<file path="config.mk">
export PLATFORM = sky130hd
export DESIGN_NAME = rv32im_fetch_ctrl_flat
export DESIGN_NICKNAME = d
export VERILOG_FILES = /design/src/rtl/rv32im_fetch_ctrl_pkg.sv /design/src/rtl/rv32im_fetch_ctrl_if.sv /design/src/rtl/rv32im_redirect_arb.sv /design/src/rtl/rv32im_fetch_ctrl.sv /design/src/flat_wrapper.sv
export SDC_FILE = /design/constraint.sdc
export NUM_CORES = 1
export LEC_CHECK = 0
export ABC_AREA = 0
export ABC_CLOCK_PERIOD_IN_PS = 5050
export CAP_MARGIN = 20
export CELL_PAD_IN_SITES_DETAIL_PLACEMENT = 1
export CELL_PAD_IN_SITES_GLOBAL_PLACEMENT = 1
export CORE_MARGIN = 3
export CORE_UTILIZATION = 39
export CTS_BUF_LIST = sky130_fd_sc_hd__clkbuf_4
export DETAILED_ROUTE_END_ITERATION = 16
export GPL_TIMING_DRIVEN = 0
export PLACE_DENSITY = 0.94
export SYNTH_ARGS = -nofsm -noshare
export SYNTH_HDL_FRONTEND = slang
export SYNTH_HIERARCHICAL = 1
export SYNTH_SLANG_ARGS = --single-unit
</file>
<file path="constraint.sdc">
create_clock -name clk -period 5.05 [get_ports clk]
set_input_delay 0.7575 -clock clk [delete_from_list [all_inputs] [get_ports clk]]
set_output_delay 0.7575 -clock clk [all_outputs]
set_load 0.005 [all_outputs]
</file>
<file path="src/rtl/rv32im_fetch_ctrl_pkg.sv">
// Shared definitions for the fetch sequencer.
//   fetch_state_e   : 2-bit fetch FSM encoding
//   API_NOP         : instruction presented to decode out of reset (addi x0,x0,0)
//   API_INSTR_WIDTH : instruction word width
package rv32im_fetch_ctrl_pkg;

  localparam int          API_INSTR_WIDTH = 32;
  localparam logic [31:0] API_NOP         = 32'h0000_0013;

  typedef enum logic [1:0] {
    FETCH_IDLE  = 2'b00,
    FETCH_REQ   = 2'b01,
    FETCH_WAIT  = 2'b10,
    FETCH_VALID = 2'b11
  } fetch_state_e;

endpackage

</file>
<file path="src/rtl/rv32im_fetch_ctrl_if.sv">
// Instruction-memory request/response bus.
//   req/addr : fetch request and word address, held until gnt
//   gnt      : request accepted this cycle
//   rvalid   : response valid, rdata carries the instruction
// master = fetch sequencer, slave = instruction memory.
interface rv32im_fetch_ctrl_if #(
  parameter int PC_WIDTH = 32
);
  import rv32im_fetch_ctrl_pkg::*;

  logic                       req;
  logic [PC_WIDTH-1:0]        addr;
  logic                       gnt;
  logic                       rvalid;
  logic [API_INSTR_WIDTH-1:0] rdata;

  modport master (output req, output addr, input gnt, input rvalid, input rdata);
  modport slave  (input req, input addr, output gnt, output rvalid, output rdata);

endinterface

</file>
<file path="src/rtl/rv32im_redirect_arb.sv">
// Redirect arbitration: trap beats branch/jump in the same cycle, target is
// forced word aligned. Also holds one pending redirect for cases where the
// fetch FSM cannot take the target immediately.
//   redirect_now_o : some redirect requested this cycle
//   target_pc_o    : aligned target of this cycle's redirect
//   capture_i      : store this cycle's redirect as pending (newer overwrites)
//   clear_i        : drop the pending redirect
//   pending_*_o    : the stored redirect
module rv32im_redirect_arb #(
  parameter int PC_WIDTH = 32
) (
  input  logic                clk,
  input  logic                reset,
  input  logic                redirect_valid_i,
  input  logic [PC_WIDTH-1:0] redirect_pc_i,
  input  logic                trap_valid_i,
  input  logic [PC_WIDTH-1:0] trap_pc_i,
  input  logic                capture_i,
  input  logic                clear_i,
  output logic                redirect_now_o,
  output logic [PC_WIDTH-1:0] target_pc_o,
  output logic                pending_valid_o,
  output logic [PC_WIDTH-1:0] pending_pc_o
);

  logic                pending_valid_q, pending_valid_d;
  logic [PC_WIDTH-1:0] pending_pc_q, pending_pc_d;

  always_comb begin
    redirect_now_o = trap_valid_i | redirect_valid_i;
    target_pc_o    = trap_valid_i ? trap_pc_i : redirect_pc_i;
    target_pc_o[1:0] = 2'b00;
  end

  always_comb begin
    pending_valid_d = pending_valid_q;
    pending_pc_d    = pending_pc_q;
    if (capture_i && redirect_now_o) begin
      pending_valid_d = 1'b1;
      pending_pc_d    = target_pc_o;
    end else if (clear_i) begin
      pending_valid_d = 1'b0;
    end
  end

  always_ff @(posedge clk or posedge reset) begin
    if (reset) begin
      pending_valid_q <= 1'b0;
      pending_pc_q    <= '0;
    end else begin
      pending_valid_q <= pending_valid_d;
      pending_pc_q    <= pending_pc_d;
    end
  end

  assign pending_valid_o = pending_valid_q;
  assign pending_pc_o    = pending_pc_q;

endmodule

</file>
<file path="src/rtl/rv32im_fetch_ctrl.sv">
// Fetch sequencer: owns the PC, issues one instruction-memory fetch at a time
// and hands the result to decode with a stall-able valid. Redirects (trap over
// branch) either retarget the PC at once or are parked until the outstanding
// response has been drained and discarded.
//   clk, reset          : clock, async active-high reset
//   stall_i             : decode cannot accept, hold instruction
//   redirect_*/trap_*   : PC redirect requests
//   imem                : instruction-memory bus (master side)
//   instr_valid_o/instr_o/instr_pc_o : instruction to decode
//   pc_o                : current fetch PC
//
// state | meaning
// IDLE  | first cycle after reset
// REQ   | request on bus, addr held until gnt
// WAIT  | granted, waiting for rvalid (one outstanding)
// VALID | instruction presented to decode
module rv32im_fetch_ctrl
  import rv32im_fetch_ctrl_pkg::*;
#(
  parameter int                PC_WIDTH = 32,
  parameter logic [PC_WIDTH-1:0] RESET_PC = '0
) (
  input  logic                       clk,
  input  logic                       reset,
  input  logic                       stall_i,
  input  logic                       redirect_valid_i,
  input  logic [PC_WIDTH-1:0]        redirect_pc_i,
  input  logic                       trap_valid_i,
  input  logic [PC_WIDTH-1:0]        trap_pc_i,
  rv32im_fetch_ctrl_if.master        imem,
  output logic                       instr_valid_o,
  output logic [API_INSTR_WIDTH-1:0] instr_o,
  output logic [PC_WIDTH-1:0]        instr_pc_o,
  output logic [PC_WIDTH-1:0]        pc_o
);

  fetch_state_e               state_q, state_d;
  logic [PC_WIDTH-1:0]        pc_q, pc_d;
  logic [PC_WIDTH-1:0]        instr_pc_q, instr_pc_d;
  logic [API_INSTR_WIDTH-1:0] instr_q, instr_d;
  logic                       instr_valid_q, instr_valid_d;
  // Set when the PC was retargeted in the grant cycle: the in-flight
  // response belongs to the old path and must be dropped.
  logic                       kill_q, kill_d;

  logic                redirect_now;
  logic [PC_WIDTH-1:0] target_pc;
  logic                pending_valid;
  logic [PC_WIDTH-1:0] pending_pc;
  logic                capture;
  logic                clear;

  rv32im_redirect_arb #(.PC_WIDTH(PC_WIDTH)) u_arb (
    .clk              (clk),
    .reset            (reset),
    .redirect_valid_i (redirect_valid_i),
    .redirect_pc_i    (redirect_pc_i),
    .trap_valid_i     (trap_valid_i),
    .trap_pc_i        (trap_pc_i),
    .capture_i        (capture),
    .clear_i          (clear),
    .redirect_now_o   (redirect_now),
    .target_pc_o      (target_pc),
    .pending_valid_o  (pending_valid),
    .pending_pc_o     (pending_pc)
  );

  always_comb begin
    state_d       = state_q;
    pc_d          = pc_q;
    instr_d       = instr_q;
    instr_pc_d    = instr_pc_q;
    instr_valid_d = instr_valid_q;
    kill_d        = kill_q;
    capture       = 1'b0;
    clear         = 1'b0;

    unique case (state_q)
      FETCH_IDLE: begin
        state_d = FETCH_REQ;
        if (redirect_now) pc_d = target_pc;
      end
      FETCH_REQ: begin
        if (imem.gnt) begin
          state_d = FETCH_WAIT;
          if (redirect_now) begin
            pc_d   = target_pc;
            kill_d = 1'b1;
            clear  = 1'b1;
          end
        end else if (redirect_now) begin
          // Address must stay stable until gnt; park the target.
          capture = 1'b1;
        end
      end
      FETCH_WAIT: begin
        if (imem.rvalid) begin
          state_d = FETCH_REQ;
          kill_d  = 1'b0;
          if (redirect_now) begin
            pc_d  = target_pc;
            clear = 1'b1;
          end else if (pending_valid) begin
            pc_d  = pending_pc;
            clear = 1'b1;
          end else if (!kill_q) begin
            instr_d       = imem.rdata;
            instr_pc_d    = pc_q;
            instr_valid_d = 1'b1;
            pc_d          = pc_q + PC_WIDTH'(4);
            state_d       = FETCH_VALID;
          end
        end else if (redirect_now) begin
          capture = 1'b1;
        end
      end
      FETCH_VALID: begin
        if (redirect_now) begin
          pc_d          = target_pc;
          instr_valid_d = 1'b0;
          state_d       = FETCH_REQ;
        end else if (!stall_i) begin
          instr_valid_d = 1'b0;
          state_d       = FETCH_REQ;
        end
      end
      default: state_d = FETCH_IDLE;
    endcase
  end

  always_ff @(posedge clk or posedge reset) begin
    if (reset) begin
      state_q       <= FETCH_IDLE;
      pc_q          <= RESET_PC;
      instr_q       <= API_NOP;
      instr_pc_q    <= RESET_PC;
      instr_valid_q <= 1'b0;
      kill_q        <= 1'b0;
    end else begin
      state_q       <= state_d;
      pc_q          <= pc_d;
      instr_q       <= instr_d;
      instr_pc_q    <= instr_pc_d;
      instr_valid_q <= instr_valid_d;
      kill_q        <= kill_d;
    end
  end

  assign imem.req      = (state_q == FETCH_REQ);
  assign imem.addr     = pc_q;
  assign instr_valid_o = instr_valid_q;
  assign instr_o       = instr_q;
  assign instr_pc_o    = instr_pc_q;
  assign pc_o          = pc_q;

endmodule

</file>
<file path="src/flat_wrapper.sv">
// flat-port wrapper written by rule: the top's interface ports become plain ports
module rv32im_fetch_ctrl_flat import rv32im_fetch_ctrl_pkg::*;
#(
  parameter int                PC_WIDTH = 32,
  parameter logic [PC_WIDTH-1:0] RESET_PC = '0
)
  (clk, reset, stall_i, redirect_valid_i, redirect_pc_i, trap_valid_i, trap_pc_i, instr_valid_o, instr_o, instr_pc_o, pc_o, imem_req, imem_addr, imem_gnt, imem_rvalid, imem_rdata);
  rv32im_fetch_ctrl_if #(.PC_WIDTH(PC_WIDTH)) imem_i ();
  input  logic clk;
  input  logic reset;
  input  logic stall_i;
  input  logic redirect_valid_i;
  input  logic [PC_WIDTH-1:0] redirect_pc_i;
  input  logic trap_valid_i;
  input  logic [PC_WIDTH-1:0] trap_pc_i;
  output logic instr_valid_o;
  output logic [API_INSTR_WIDTH-1:0] instr_o;
  output logic [PC_WIDTH-1:0] instr_pc_o;
  output logic [PC_WIDTH-1:0] pc_o;
  output wire logic [$bits(imem_i.req)-1:0] imem_req;
  output wire logic [$bits(imem_i.addr)-1:0] imem_addr;
  input wire logic [$bits(imem_i.gnt)-1:0] imem_gnt;
  input wire logic [$bits(imem_i.rvalid)-1:0] imem_rvalid;
  input wire logic [$bits(imem_i.rdata)-1:0] imem_rdata;
  assign imem_req = imem_i.req;
  assign imem_addr = imem_i.addr;
  assign imem_i.gnt = imem_gnt;
  assign imem_i.rvalid = imem_rvalid;
  assign imem_i.rdata = imem_rdata;
  rv32im_fetch_ctrl #(.PC_WIDTH(PC_WIDTH), .RESET_PC(RESET_PC)) u_core (.clk(clk), .reset(reset), .stall_i(stall_i), .redirect_valid_i(redirect_valid_i), .redirect_pc_i(redirect_pc_i), .trap_valid_i(trap_valid_i), .trap_pc_i(trap_pc_i), .imem(imem_i), .instr_valid_o(instr_valid_o), .instr_o(instr_o), .instr_pc_o(instr_pc_o), .pc_o(pc_o));
endmodule
</file>
==> GITHUB_STEP_SUMMARY, run 1 <==
### Flow metrics

| Metric | Value |
|---|---|
| Clk root buf | clkbuf_4 |
| # Post-CTS Setup Buffers | 0 |
| Tool warnings | 33 |
| Slew Viols, Final | 0 |
| Fin crit period | around 3.4 ns |
| Vias per cell | 5.89 |
| Post-synth tally of flip-flops with integrated enable | 0 |
| Post-synth seq share | ~45% |
| Distinct lib cells | ~61 |
| Die width | 142 microns |
| Total gr overflow | 0 |
| CP Capture Type | register |
| Final Wtd Congestion | about 0.89 |
| P per Cell Area | ~450 nW/um^2 |
| Outcome | finished clean |
| Fp util | about two fifths |
| Total track usage | about a quarter |
| Die Size | about 20,000 sq um |
| CP Launch Type | register |
| Port bufs | around 230 |
| CTS tree | yes |
| Number of I/O pins | 233 |
| Hold Path Origin | u_core/instr_pc_o[25] |
| 1st-pass router iterations | 8 |
| Clk pin slew, worst setup/hold paths | between 0.1 and 0.15 ns |
| Core area | approximately 18,000 sq um |
| Number of global-route vias before repair | 7,222 |
| R2r endpoint | u_core/u_arb/pending_pc_o[20] |
| Setup crit start | u_core/state_q[1] |
| Worst Slack Setup Final | around 1.6 ns |
| Clk_skew | 0.0214 ns |
| Top cell excl fill/tap | clkdlybuf4s50_1 |
| Initial DRC Count | ~520 |
| Top cells excl fill/tap | 227 x clkdlybuf4s50_1, 128 x dfrtp_1, 93 x mux2_2, 48 x nor2_1, 42 x buf_4 |
| Hold Path End | u_core/instr_pc_o[25] |
| Post-Syn Area | slightly above 7000 sq um |
| Final worst-path cycle share | about 67% |
| Htree depth | 4 |
| Worst Hold Class | register to register |
| Req. time, crit path | 5.48 ns |
| Ys async rst share | 100% |
| HPWL after detailed placement | just over 20,000 microns |
## run 1: power by group
part           switching (mW)  internal (mW)  leakage (nW)
Clock                   0.405          0.447         0.180
Combinational           0.911           1.11          2.63
Sequential              0.419           1.33          1.68
## run 1: Yosys cell counts, drive strengths merged (5+ instances only)
cell    instances  area share (%)
buf            68             6.6
dfrtp         128              44
nor2           48             2.5
o21ai          30             2.1
mux2           93              14
mux2i          12             1.7
a32oi          14             1.7
o32ai          12             1.4
inv            18            0.93
o22ai          14             1.2
nand4          13             1.3
nand2          33             1.8
a31oi           6            0.52
and4            5            0.62
o221ai          6            0.72
and3            8            0.69
a21oi          18             1.2
xnor2          12             1.4
clkbuf         19            0.98
ha              5            0.86
and2            5            0.45
nand3          22             1.6
and3b          16             1.9
xor2            7            0.84
nor3           40             2.8
## run 1: registers in the layout, summed over array words and instances (netlist names)
name	flops
u_core/u_arb/pending_valid_o	1
u_core/u_arb/pending_pc_o	30
u_core/kill_q	1
u_core/instr_pc_o	32
u_core/instr_valid_o	1
u_core/instr_o	32
u_core/imem.addr	32
u_core/state_q	2
## run 1: through the flow
step	cell area (sq um)	hold WS (ns)	instances	setup TNS, ns	power [mW]
2_1_floorplan	7270	0.448	699	0	2.62
3_3_place_gp	9830	0.456	1155	-11.12	3.62
3_5_place_dp	9890	0.480	1157	0	3.75
4_1_cts	10200	0.505	1189	0	4.63
5_1_grt	10200	0.518	1190	0	4.88
6_report	10200	0.503	1190	0	4.63
## run 1: kinds of logic (layout without fill, tap and decap cells)
kind of cell             Yosys count  after routing  synth area share, %
AND-OR/OR-AND                    121            121                 11.3
XOR/XNOR                          19             19                 2.29
adder cells (fa/ha/maj)            5              5                0.861
buffers and inverters            106            367                 8.56
flip-flops                       131            131                 45.2
multiplexers                     105            105                 16.1
other                              1              5               0.0516
AND/OR/NAND/NOR                  208            208                 15.7
## run 1: routing by layer
metal  vias to the layer above  track usage [%]  wire (microns)
met5                         -                0               0
met4                         0             10.8             947
met3                        99             5.95            2340
met2                       433             44.9           13500
met1                      3458             31.4           10500
li1                       3016                -               -
## run 1: cell type report
class | instances | area (sq um) | share of cell area [%]
Tap cell | 229 | 287 | 2.80
Multi-Input combinational cell | 462 | 3370 | 32.9
Clock buffer | 18 | 135 | 1.32
Antenna cell | 1 | 2.50 | 0.0244
Timing Repair Buffer | 229 | 2330 | 22.7
Clock inverter | 14 | 209 | 2.04
Sequential cell | 131 | 3280 | 32.1
Buffer | 87 | 551 | 5.38
Inverter | 19 | 73.8 | 0.721
## run 1: worst max-delay path, stage by stage, from the launching register on
cell	delay, ns
dfrtp_1	0.41
inv_1	0.08
ha_1	0.26
nor2b_1	0.19
a21oi_1	0.62
clkbuf_1	0.59
nor3_1	0.10
buf_4	0.20
nand2_2	0.23
buf_2	0.30
nor3_1	0.07
nor3_1	0.22
Run 1, pin map:
Pins as bars across the die edge, other pins in gray.
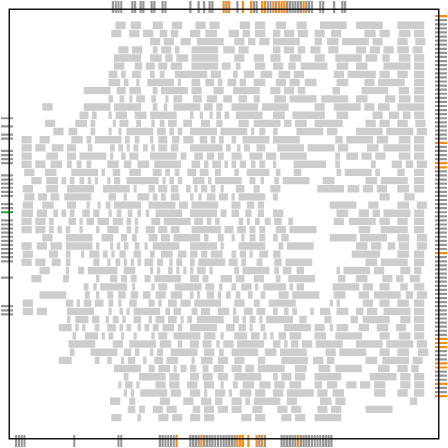
trap_valid_i: in green, pins 1, direction input, edge left. imem_addr: in orange, pins 32, direction output, edge 12 right, 11 top, 9 bottom.

Run 1, placement view:
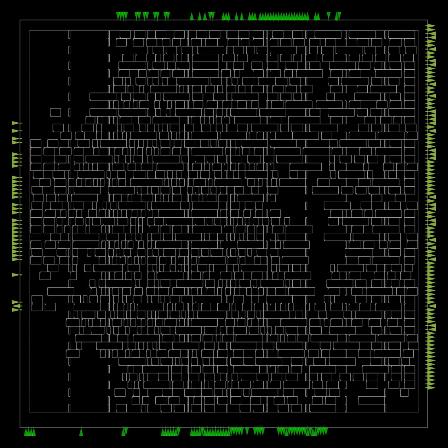
n_taps: 229
Util after Layout: 56.4%
Non-Filler Instances: 1,190
num rows: 49

Run 1, metal layers overlaid:
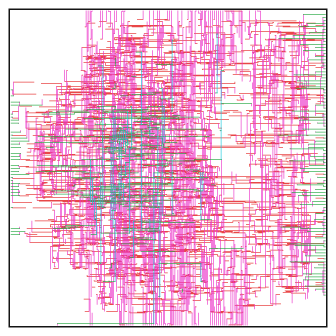
M1: in red, wire length 10,500 microns. M4: in cyan, wire length 948 microns. M3: in green, wire length 2,340 microns. M2: in magenta, wire length 13,500 microns.

Run 1, placement by cell class:
Fill, decap, tap and diode cells in gray.
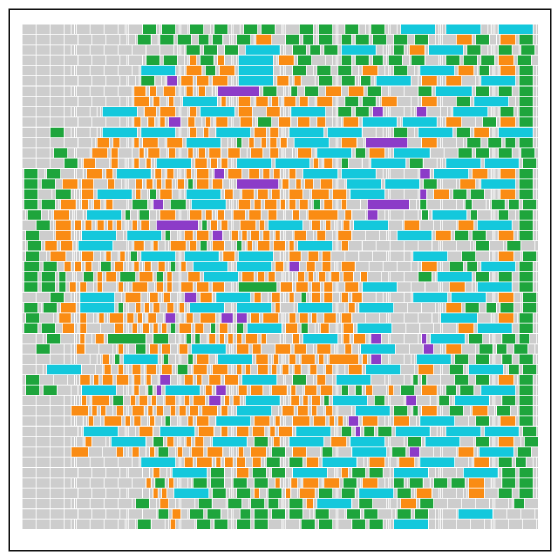

## Run 2: what changed since run 1
--- a/config.mk
+++ b/config.mk
@@ -6,16 +6,16 @@
 export NUM_CORES = 1
 export LEC_CHECK = 0
 export ABC_AREA = 0
-export ABC_CLOCK_PERIOD_IN_PS = 5050
+export ABC_CLOCK_PERIOD_IN_PS = 3000
 export CAP_MARGIN = 20
 export CELL_PAD_IN_SITES_DETAIL_PLACEMENT = 1
 export CELL_PAD_IN_SITES_GLOBAL_PLACEMENT = 1
 export CORE_MARGIN = 3
-export CORE_UTILIZATION = 39
+export CORE_UTILIZATION = 33
 export CTS_BUF_LIST = sky130_fd_sc_hd__clkbuf_4
 export DETAILED_ROUTE_END_ITERATION = 16
 export GPL_TIMING_DRIVEN = 0
-export PLACE_DENSITY = 0.94
+export PLACE_DENSITY = 0.85
 export SYNTH_ARGS = -nofsm -noshare
 export SYNTH_HDL_FRONTEND = slang
 export SYNTH_HIERARCHICAL = 1
==> constraint.sdc (replaced) <==
create_clock -name clk -period 3 [get_ports clk]
set_input_delay 0.45 -clock clk [delete_from_list [all_inputs] [get_ports clk]]
set_output_delay 0.45 -clock clk [all_outputs]
set_load 0.005 [all_outputs]
Run 2, placement by cell class:
Fill, decap, tap and diode cells in gray.
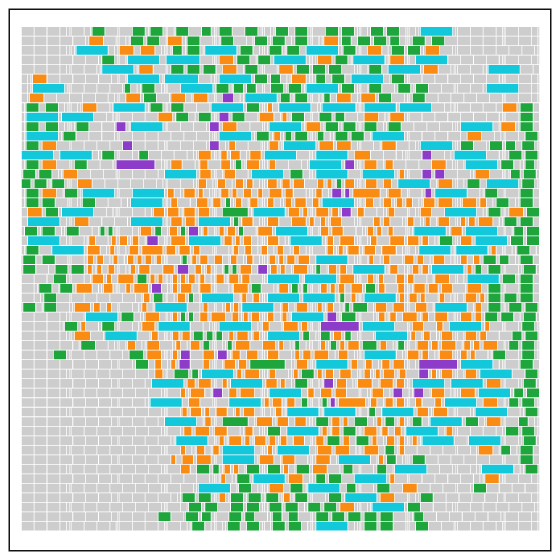
clock drivers and dummy loads: in purple, cells 32, share of their area 3.0%. remaining buffers and delay cells: in green, cells 317, share of their area 29%. remaining logic cells: in orange, cells 481, share of their area 35%. registers: in cyan, cells 131, share of their area 33%.

Run 2, placement view:
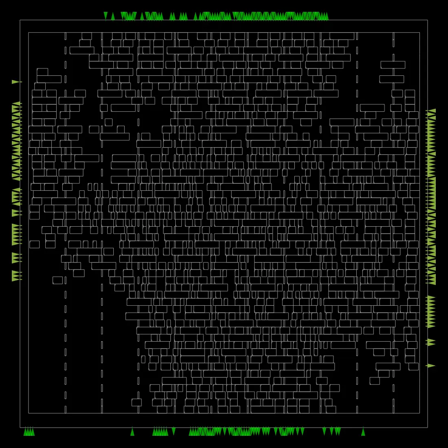
Util after Layout: 48.1%
num sequential: 131
Non-Filler Instances: 1,236
Seq area share: 31.9%
num rows: 53

Run 2, pin map:
Pins as bars across the die edge, other pins in gray.
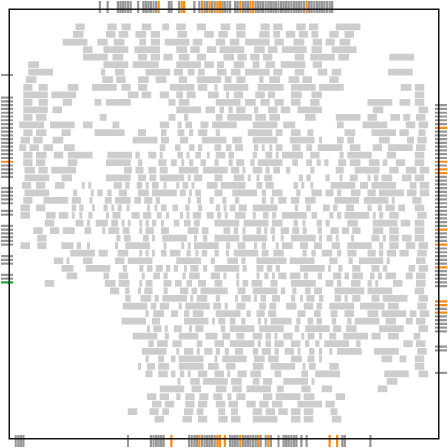
imem_addr: in orange, pins 32, direction output, edge 11 top, 10 bottom, 10 right, 1 left. trap_valid_i: in green, pins 1, direction input, edge left.
All pins by edge: 74 top, 61 right, 56 bottom, 42 left.

==> GITHUB_STEP_SUMMARY, run 2 <==
### Flow metrics

| Metric | Value |
|---|---|
| Distinct lib cells | 61 (unchanged) |
| Clk pin slew, worst setup/hold paths | 0.13 ns (about the same) |
| Hold Vio Cnt, Final | 0 |
| Number of global-route vias before repair | 7,143 (-1.1%) |
| # Post-CTS Setup Buffers | 0 (unchanged) |
| Core area | 21,400 sq um (+18%) |
| Vias per cell | 5.46 (-7.2%) |
| Top cell type by total area after synthesis | dfrtp_1 |
| Number of diodes | 0 (-1) |
| Number of I/O pins | 233 (unchanged) |
| Late-Pin Clk Latency | between 0.5 and 0.6 ns |
| Htree depth | 4 (unchanged) |
| Yosys Warn Count | 6 |
| CP Data Arrival Time | between 3 and 4 ns |
| Ys async rst share | 100% (unchanged) |
| Total placed cells including tap cells | 1,204 (+4.1%) |
| Post-Syn Area | 7260 sq um (unchanged) |
| Worst Hold Class | primary input to async pin |
| Initial antenna violation count | 0 |
| Syn_area_per_cell | 10.4 sq um |
| Final Wtd Congestion | 0.852 (-3.8%) |
| Setup TNS | 0 ns (unchanged) |
| Top cells excl fill/tap | 227 x clkdlybuf4s50_1, 128 x dfrtp_1, 93 x mux2_2, 48 x nor2_1, 42 x buf_4 |
| Post-synth area hogs | dfrtp_1 44%, mux2_2 14%, buf_4 4.3% |
| Worst Slack Setup Final | 0.162 ns (-1.49 ns) |
| Tool warnings | 33 (unchanged) |
| Initial DRC Count | 398 (-24%) |
| Total track usage | 22.1% (-4.0 points) |
| CP Capture Type | register |
| Most common reg cell | dfrtp_1 |
| Final worst-path cycle share | 94.6% (+27 points) |
| Top cell excl fill/tap | clkdlybuf4s50_1 |
| Fp util | 34.0% (-6.0 points) |
| Post-synth seq share | 45.2% (unchanged) |
| Post-synth tally of flip-flops with integrated enable | 0 (unchanged) |
| Total gr overflow | 0 (unchanged) |
| Outcome | finished clean |
| Clk_skew | 0.0197 ns (-0.00168 ns) |
| HPWL after detailed placement | 19,900 microns (-2.7%) |
| DRC | 0 |
| 1st-pass router iterations | 5 (-3) |
| Overall Power | 7.57 mW (+63%) |
| # Max-Cap Violations | 0 |
| Clk root buf | clkbuf_4 |
| Slew Viols, Final | 0 (unchanged) |
| P per Cell Area | 736 nW/um^2 (+63%) |
| Die width | 154 microns (+8.3%) |
| Req. time, crit path | 3.46 ns (-2.02 ns) |
| Top cell type's share of synthesized area | 44.1% (unchanged) |
| First-pass GRT wire length | 41,300 microns |
| Top cells by count | 128 x dfrtp_1, 93 x mux2_2, 48 x nor2_1 |
| Dominant cell by count in the synthesized netlist | dfrtp_1 |
| Hold Buf Count CTS | 0 |
| Port bufs | 227 (unchanged) |
| Fin crit period | 2.84 ns (-0.563 ns) |
| CTS tree | yes |
| Die Size | 23,800 sq um (+17%) |
| CP Launch Type | register |
## run 2: worst paths after layout
kind,start,slack (ns),cells after the start,endpoint
max,u_core/state_q[1],0.16,11,u_core/u_arb/pending_pc_o[26]
min,reset,0.40,2,u_core/imem.addr[24]
max reg2reg,u_core/state_q[1],0.16,11,u_core/u_arb/pending_pc_o[26]
min reg2reg,u_core/u_arb/pending_valid_o,0.49,1,u_core/u_arb/pending_valid_o
max in group asynchronous,reset,1.89,3,u_core/instr_o[4]
min in group clk,trap_valid_i,0.44,4,u_core/u_arb/pending_pc_o[9]
## run 2: kinds of logic (layout without fill, tap and decap cells)
kind of cell | after synthesis | after routing | synth area share [%]
XOR/XNOR | 19 | 19 | 2.29
AND/OR/NAND/NOR | 208 | 208 | 15.7
flip-flops | 131 | 131 | 45.2
other | 1 | 4 | 0.0516
multiplexers | 105 | 105 | 16.1
AND-OR/OR-AND | 121 | 121 | 11.3
buffers and inverters | 106 | 368 | 8.56
adder cells (fa/ha/maj) | 5 | 5 | 0.861
## run 2: repair_timing
action	in CTS	in global routing
resized	3	2
endpoints found under the hold margin	0	0
endpoints found under the setup margin	39	28
pin swaps	0	0
## run 2: through the flow
| stage | hold WS [ns] | cell area, sq um |
|---|---|---|
| after floorplan | 0.448 | 7280 |
| after detailed placement | 0.464 | 9960 |
| final | 0.401 | 10300 |
| after global routing | 0.420 | 10300 |
| after CTS | 0.384 | 10300 |
| after global placement | 0.457 | 9890 |
## run 2: layout make-up
cell class | count | area, sq um | share of cell area, %
plain buffers | 87 | 553 | 5.38
clock buffers | 19 | 143 | 1.39
clock inverters | 13 | 160 | 1.56
inverters | 19 | 75.1 | 0.730
multi-input cells | 462 | 3380 | 32.9
flip-flops and latches | 131 | 3280 | 31.9
well taps | 275 | 344 | 3.35
repair buffers | 230 | 2340 | 22.8
## run 2: power breakdown
group          leakage [nW]  switching, mW  total [mW]  internal [mW]
sequential             1.68          0.630        2.88           2.25
clock                 0.155          0.716        1.31          0.596
combinational          2.64           1.50        3.38           1.88
## run 2: layer usage
metal	vias up	global-route usage, %	part of all wire, %
met5	-	0	0
met4	0	6.90	2.4
met3	45	5.04	7.2
met2	289	37.7	50
met1	3426	27.9	41
li1	2993	-	-
## run 2: worst max-delay path, stage by stage, from the launching register on
cell and delay, ns:
dfrtp_1 0.43, inv_1 0.08, ha_1 0.28, nor2b_2 0.22
a21oi_4 0.31, clkbuf_2 0.38, nor3_1 0.08, buf_4 0.17
nand2_2 0.21, buf_2 0.30, nor3_1 0.10, nor3_1 0.19
Power and IR drop assume default switching activity.
